$ cat config.mk
export PLATFORM = sky130hd
export DESIGN_NAME = mult_div_unit
export DESIGN_NICKNAME = d
export VERILOG_FILES = /design/src/rtl/mult_div_unit.sv
export SDC_FILE = /design/constraint.sdc
export NUM_CORES = 1
export LEC_CHECK = 0
export ABC_AREA = 1
export CORE_ASPECT_RATIO = 0.5
export CORE_UTILIZATION = 50
export CTS_CLUSTER_SIZE = 40
export DETAILED_ROUTE_END_ITERATION = 8
export GPL_TIMING_DRIVEN = 0
export PLACE_DENSITY_LB_ADDON = 0.1
export RECOVER_POWER = 50
export SYNTH_ARGS = -nofsm -noshare
export SYNTH_HDL_FRONTEND = slang
export SYNTH_SLANG_ARGS = --single-unit
$ cat constraint.sdc
create_clock -name clk -period 18.35 [get_ports clk]
set_input_delay 2.7525 -clock clk [delete_from_list [all_inputs] [get_ports clk]]
set_output_delay 2.7525 -clock clk [all_outputs]
set_load 0.005 [all_outputs]
$ cat src/rtl/mult_div_unit.sv
// mult_div_unit: iterative multiply/divide unit that owns the architectural HI/LO registers.
// Executes MULT, MULTU, DIV, DIVU with a shift-add / restoring shift-subtract datapath,
// plus single-cycle MTHI/MTLO writes.
//
// Ports:
//   clk            - sole clock, rising edge
//   reset          - asynchronous, active-high; clears all state
//   start          - qualifies ALU_operation for one cycle
//   ALU_operation  - 6-bit function code
//   input_1        - multiplicand / dividend / MTHI-MTLO source
//   input_2        - multiplier / divisor
//   hi_output      - HI register (remainder for division)
//   lo_output      - LO register (quotient for division)
//   stall          - combinational busy indication (includes the accepting cycle)
//   done           - registered one-cycle pulse after a mult/div writes HI/LO
module mult_div_unit #(
  parameter int unsigned WIDTH           = 32,
  parameter int unsigned STEPS_PER_CYCLE = 1
) (
  input  logic             clk,
  input  logic             reset,
  input  logic             start,
  input  logic [5:0]       ALU_operation,
  input  logic [WIDTH-1:0] input_1,
  input  logic [WIDTH-1:0] input_2,
  output logic [WIDTH-1:0] hi_output,
  output logic [WIDTH-1:0] lo_output,
  output logic             stall,
  output logic             done
);

  localparam int unsigned Iters = WIDTH / STEPS_PER_CYCLE;
  localparam int unsigned CntW  = $clog2(Iters + 1);

  localparam logic [5:0] OpMult  = 6'b011000;
  localparam logic [5:0] OpMultu = 6'b011001;
  localparam logic [5:0] OpDiv   = 6'b011010;
  localparam logic [5:0] OpDivu  = 6'b011011;
  localparam logic [5:0] OpMthi  = 6'b010001;
  localparam logic [5:0] OpMtlo  = 6'b010011;

  typedef enum logic [1:0] {StIdle, StCalc, StFixup} state_e;

  state_e             state_q, state_d;
  logic               is_div_q, is_div_d;
  logic               neg_q_q, neg_q_d;   // product / quotient sign
  logic               neg_r_q, neg_r_d;   // remainder sign
  logic               div0_q, div0_d;
  logic [WIDTH-1:0]   mag_a_q, mag_a_d;
  logic [WIDTH-1:0]   mag_b_q, mag_b_d;
  logic [2*WIDTH-1:0] acc_q, acc_d;
  logic [WIDTH-1:0]   rem_q, rem_d;
  logic [CntW-1:0]    cnt_q, cnt_d;
  logic [WIDTH-1:0]   hi_q, hi_d;
  logic [WIDTH-1:0]   lo_q, lo_d;
  logic               done_q, done_d;

  logic is_muldiv;
  logic accept;

  assign is_muldiv = (ALU_operation == OpMult) || (ALU_operation == OpMultu) ||
                     (ALU_operation == OpDiv)  || (ALU_operation == OpDivu);
  assign accept    = start && (state_q == StIdle) && is_muldiv;

  // State register
  always_ff @(posedge clk or posedge reset) begin
    if (reset) begin
      state_q <= StIdle;
    end else begin
      state_q <= state_d;
    end
  end

  // Next-state logic
  always_comb begin
    state_d = state_q;
    unique case (state_q)
      StIdle:  if (accept) state_d = StCalc;
      StCalc:  if (cnt_q == CntW'(1)) state_d = StFixup;
      StFixup: state_d = StIdle;
      default: state_d = StIdle;
    endcase
  end

  // Output logic
  always_comb begin
    stall = (state_q != StIdle) || accept;
  end

  // Datapath next-state
  always_comb begin
    logic               sign1;
    logic               sign2;
    logic               signed_op;
    logic [2*WIDTH-1:0] acc_v;
    logic [2*WIDTH-1:0] prod_v;
    logic [WIDTH-1:0]   rem_v;
    logic [WIDTH:0]     rem_sh;
    logic [WIDTH:0]     sum_v;

    is_div_d  = is_div_q;
    neg_q_d   = neg_q_q;
    neg_r_d   = neg_r_q;
    div0_d    = div0_q;
    mag_a_d   = mag_a_q;
    mag_b_d   = mag_b_q;
    acc_d     = acc_q;
    rem_d     = rem_q;
    cnt_d     = cnt_q;
    hi_d      = hi_q;
    lo_d      = lo_q;
    done_d    = 1'b0;
    sign1     = 1'b0;
    sign2     = 1'b0;
    signed_op = 1'b0;
    acc_v     = acc_q;
    rem_v     = rem_q;
    rem_sh    = '0;
    sum_v     = '0;
    prod_v    = '0;

    unique case (state_q)
      StIdle: begin
        if (accept) begin
          // Bit 0 of the function code distinguishes unsigned, bit 1 divide.
          signed_op = ~ALU_operation[0];
          sign1     = signed_op & input_1[WIDTH-1];
          sign2     = signed_op & input_2[WIDTH-1];
          mag_a_d   = sign1 ? -input_1 : input_1;
          mag_b_d   = sign2 ? -input_2 : input_2;
          is_div_d  = ALU_operation[1];
          neg_q_d   = sign1 ^ sign2;
          neg_r_d   = sign1;
          div0_d    = (input_2 == '0);
          // Multiply keeps the multiplier in the low half; divide shifts the dividend out of it.
          acc_d     = {{WIDTH{1'b0}}, (ALU_operation[1] ? mag_a_d : mag_b_d)};
          rem_d     = '0;
          cnt_d     = CntW'(Iters);
        end else if (start && (ALU_operation == OpMthi)) begin
          hi_d = input_1;
        end else if (start && (ALU_operation == OpMtlo)) begin
          lo_d = input_1;
        end
      end
      StCalc: begin
        for (int unsigned s = 0; s < STEPS_PER_CYCLE; s++) begin
          if (!is_div_q) begin
            sum_v = {1'b0, acc_v[2*WIDTH-1:WIDTH]} + {1'b0, (acc_v[0] ? mag_a_q : '0)};
            acc_v = {sum_v, acc_v[WIDTH-1:1]};
          end else begin
            rem_sh = {rem_v, acc_v[WIDTH-1]};
            acc_v[WIDTH-1:0] = {acc_v[WIDTH-2:0], 1'b0};
            if (rem_sh >= {1'b0, mag_b_q}) begin
              // True difference is below the divisor, so modulo-2^WIDTH is exact.
              rem_v    = rem_sh[WIDTH-1:0] - mag_b_q;
              acc_v[0] = 1'b1;
            end else begin
              rem_v = rem_sh[WIDTH-1:0];
            end
          end
        end
        acc_d = acc_v;
        rem_d = rem_v;
        cnt_d = cnt_q - CntW'(1);
      end
      StFixup: begin
        done_d = 1'b1;
        if (!is_div_q) begin
          prod_v = neg_q_q ? -acc_q : acc_q;
          hi_d   = prod_v[2*WIDTH-1:WIDTH];
          lo_d   = prod_v[WIDTH-1:0];
        end else begin
          // With a zero divisor the remainder naturally equals |dividend|, so the
          // remainder sign fix restores input_1; only the quotient needs overriding.
          hi_d = neg_r_q ? -rem_q : rem_q;
          if (div0_q) begin
            lo_d = '1;
          end else begin
            lo_d = neg_q_q ? -acc_q[WIDTH-1:0] : acc_q[WIDTH-1:0];
          end
        end
      end
      default: ;
    endcase
  end

  always_ff @(posedge clk or posedge reset) begin
    if (reset) begin
      is_div_q <= 1'b0;
      neg_q_q  <= 1'b0;
      neg_r_q  <= 1'b0;
      div0_q   <= 1'b0;
      mag_a_q  <= '0;
      mag_b_q  <= '0;
      acc_q    <= '0;
      rem_q    <= '0;
      cnt_q    <= '0;
      hi_q     <= '0;
      lo_q     <= '0;
      done_q   <= 1'b0;
    end else begin
      is_div_q <= is_div_d;
      neg_q_q  <= neg_q_d;
      neg_r_q  <= neg_r_d;
      div0_q   <= div0_d;
      mag_a_q  <= mag_a_d;
      mag_b_q  <= mag_b_d;
      acc_q    <= acc_d;
      rem_q    <= rem_d;
      cnt_q    <= cnt_d;
      hi_q     <= hi_d;
      lo_q     <= lo_d;
      done_q   <= done_d;
    end
  end

  assign hi_output = hi_q;
  assign lo_output = lo_q;
  assign done      = done_q;

endmodule

**Run 1: metal layers overlaid**

Only two layers are drawn.
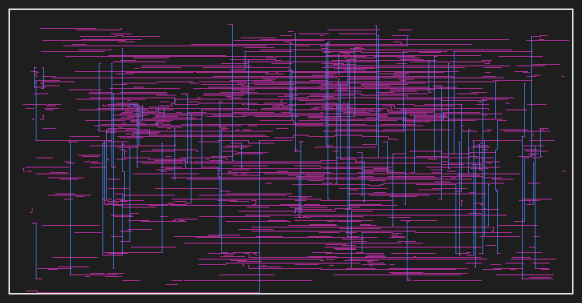
Key: blue = M4 [wire length 3250 um]; magenta = M3 [wire length 13600 um]
wirelength, routed: 93230 um
via count: 24046
All-Layer GR Usage: 0.4416

**Run 1: signal wires on met4**

Bar = 100 um.
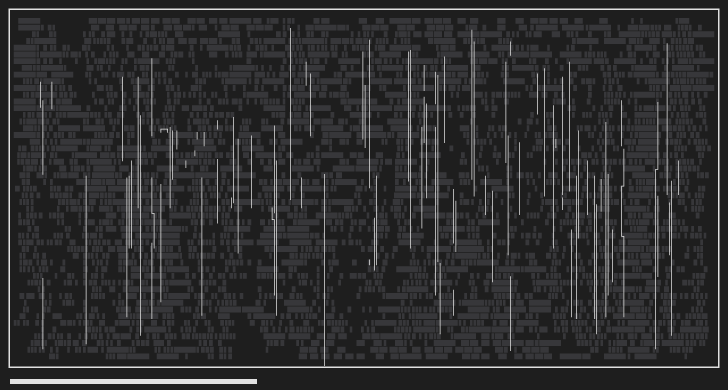
80 nets have wire on it. The layer holds 3.5% of the routed length. The wires run mostly vertical.

**Run 1: sizing map**

Bar = 100 um.
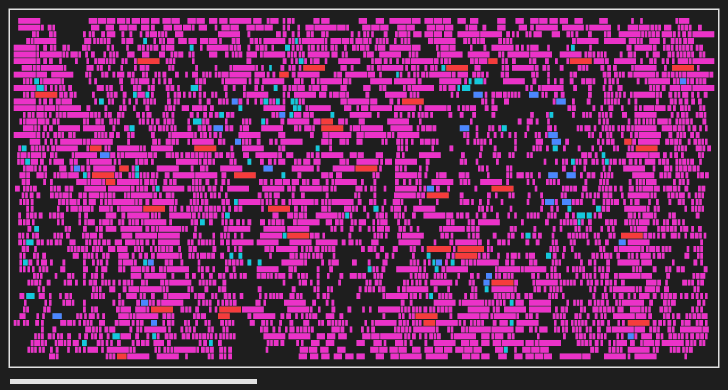
Key: cyan = x2 [cells 84, share 2.4%, most used buf_2]; blue = x3 and x4 [cells 28, share 0.81%, most used nor2_4]; magenta = x1 and smaller [cells 3327, share 96%, most used nand2_1]; red = x6 and larger [cells 37, share 1.1%, most used clkbuf_16]

==> impl_metrics.toml, run 1 <==
# implementation run metrics
[die]
rows = 51
die_h_um = 144.5
fp_util = 0.5149
num_io_pins = 139
dieArea_sq_mm = 0.04147
nWellTaps = 530
fp.coreArea_sq_mm = 0.03944

[final_layout]
final_core_util = 0.5873
layout.comb_gates.multi_input = 2575
final_nets = 3605
clockBufferCount = 33
final_cell_mix = "915 x nand2_1, 525 x nor2_1, 353 x inv_1"
final-clk-cell-share = 0.03414
n_all_buffers = 256
drive_gt1_frac = 0.04287
seqCellArea_sq_mm = 0.005931
diodes = 3
inverters_excl_clock = 365
comb_area_share = 0.5365
final_area_sq_mm = 0.02316
areaGrowthSynthToFinish_pct = 14.06
bufAreaShareNonClock = 0.08514

[route]
final_antenna_net_count = 0
vias_per_cell = 5.998
wl_met2_um = 38850
top_layer = "met5"
dr.pass1.iters = 8

[timing]
finClkSkew_ns = 0.01839
setup_viol = 0
drv_slew = 134
tightest_slew_ns = 5.084
finalHoldViolCount = 0
whs_ns = 0.4923
post-route-min-period_ns = 8.711
setup_tns_ns = 0

[synthesis]
mux_area_frac = 0
top_cells_by_area = "dfrtp_1 29%, nand2_1 17%, nor2_1 9.7%, nand3_1 7.8%, inv_1 6.5%"
synth_cells = 3293
ff_type = "dfrtp_1"
ys_sh_simple = 0.3898
synth_area_leader_cell = "dfrtp_1"
yosysTopAreaCellShare = 0.2921
synth_area_sq_mm = 0.02031
most_common_cell = "nand2_1"
ys_sh_aoi = 0.1530
top_cells_by_count = "915 x nand2_1, 524 x nor2_1, 353 x inv_1"
ys_seq_frac = 0.2921
edf_count = 0

[pwr]
power.leakage_uw = 0.01133
powerSeq_uw = 523
comb_power_uw = 96.6
pwr-share-seq = 0.459
p_sw_uw = 305.6
switching_share = 0.2682
pwr.group.clock_uw = 519
cellPowerDensity_mw_per_mm2 = 49.19
pwr-share-comb = 0.085

[placed_design]
dp_slack_ns = 11.05

[critical_path]
cp_num_cells = 3
r2r_slack_ns = 14.59
path_buffers = 3
crit_chain = "dlygate4sd3_1 > clkinvlp_2 > clkbuf_1"
cp_max_fo = 87
slowest_delay_ns = 3.63
crit_path_top_delay_cell = "clkbuf_1"
cp.arrival_ns = 8.17
crit_type = "primary input to asynchronous set/reset pin"

[worst_hold_path]
whs_endpoint = "mag_a_q[1]"
min_delay_path_depth = 2
hold_class = "register to register"

[global_route]
overflow = 0
grt_max_degree = 108

[cts]
cts_tree = "built"
cts_resized = 0
clk_root_buffer_cell = "clkbuf_16"
holdBufCountCts = 0
cts_buffer_depth = 3
htreeDepth = 1

[run]
tool_warnings = 30
cap_viol_max_count = 2

[outcome]
violations = "max-capacitance violations, max-slew violations"
status = "complete, but fails checks"
**Run 1: met2 routing**

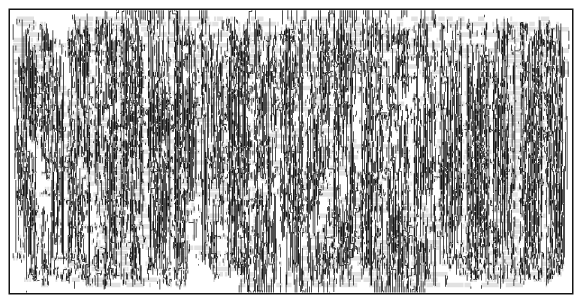

==> run 2: changes to the inputs <==
- clock period: 18.35 -> 7.7 ns (I/O delays scaled with it)
**Run 2: met2 routing**

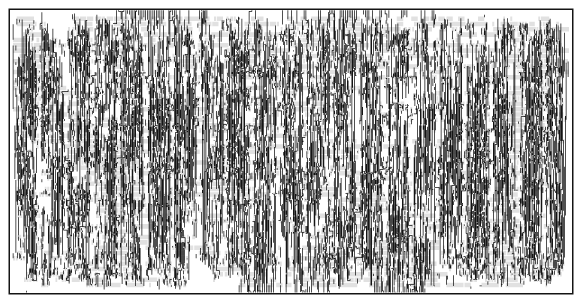
The longest straight run is 83.1 um. The layer holds 41% of the routed length.
met2 Usage GRT: 0.6577
wirelength, routed: 93170 um

**Run 2: metal layers overlaid**

Only two layers are drawn.
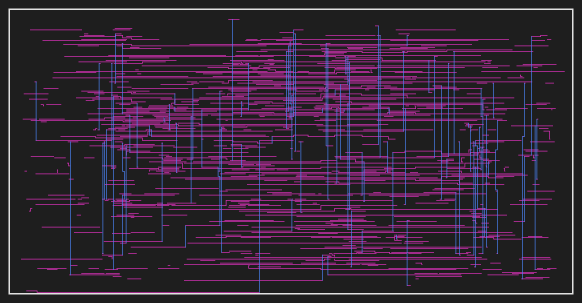
Key: magenta = M3 [wire length 13600 um]; blue = M4 [wire length 3350 um]
via count: 23897
routed wire length per instance: 23.24 um

**Run 2: sizing map**

Bar = 100 um.
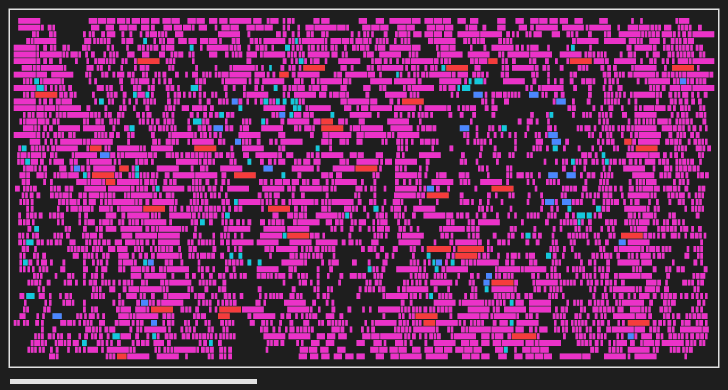
Key: cyan = x2 [cells 85, share 2.4%, most used buf_2]; magenta = x1 and smaller [cells 3325, share 96%, most used nand2_1]; blue = x3 and x4 [cells 28, share 0.81%, most used nor2_4]; red = x6 and larger [cells 38, share 1.1%, most used clkbuf_16]

==> impl_metrics.toml, run 2 <==
# implementation run metrics
[outcome]
violations = "max-capacitance violations, max-slew violations"
status = "complete, but fails checks"

[critical_path]
cp_max_fo = 10
crit_chain = "dlygate4sd3_1 > and3_1 > nand3_1 > clkbuf_1 > nand2_1 > clkdlybuf4s50_1"
crit_type = "primary input to primary output"
cp.arrival_ns = 3.11
crit_path_top_delay_cell = "dlygate4sd3_1"
slowest_delay_ns = 0.56
r2r_slack_ns = 3.93
path_buffers = 3

[worst_hold_path]
min_delay_path_depth = 2
hold_class = "register to register"

[die]
fp.coreArea_sq_mm = 0.03944
dieArea_sq_mm = 0.04147
rows = 51
num_io_pins = 139
die_h_um = 144.5
nWellTaps = 530

[cts]
cts_tree = "built"
htreeDepth = 1
cts_buffer_depth = 3
cts_resized = 0
clk_root_buffer_cell = "clkbuf_16"

[timing]
finalHoldViolCount = 0
whs_ns = 0.4931
setup_viol = 0
post-route-min-period_ns = 4.262
drv_slew = 45

[final_layout]
diodes = 3
final_area_sq_mm = 0.02318
drive_gt1_frac = 0.04344
final_cell_mix = "915 x nand2_1, 525 x nor2_1, 353 x inv_1"
areaGrowthSynthToFinish_pct = 14.18
layout.comb_gates.multi_input = 2575
seqCellArea_sq_mm = 0.005931
comb_area_share = 0.5359
inverters_excl_clock = 365
bufAreaShareNonClock = 0.08613

[pwr]
p_sw_uw = 732.3
pwr.group.clock_uw = 1240
pwr-share-seq = 0.459
powerSeq_uw = 1250
power.leakage_uw = 0.01134

[synthesis]
mux_area_frac = 0
top_cells_by_area = "dfrtp_1 29%, nand2_1 17%, nor2_1 9.7%, nand3_1 7.8%, inv_1 6.5%"
ys_seq_frac = 0.2921
most_common_cell = "nand2_1"
synth_area_sq_mm = 0.02031
ff_type = "dfrtp_1"
yosysTopAreaCellShare = 0.2921

[global_route]
track_usage = 0.4416
grt_max_degree = 108

[route]
top_layer = "met5"
wl_met2_um = 38580
final_antenna_net_count = 0

[run]
cap_viol_max_count = 1

[placed_design]
dp_slack_ns = 3.599
Power is estimated from default activity; no workload was simulated.
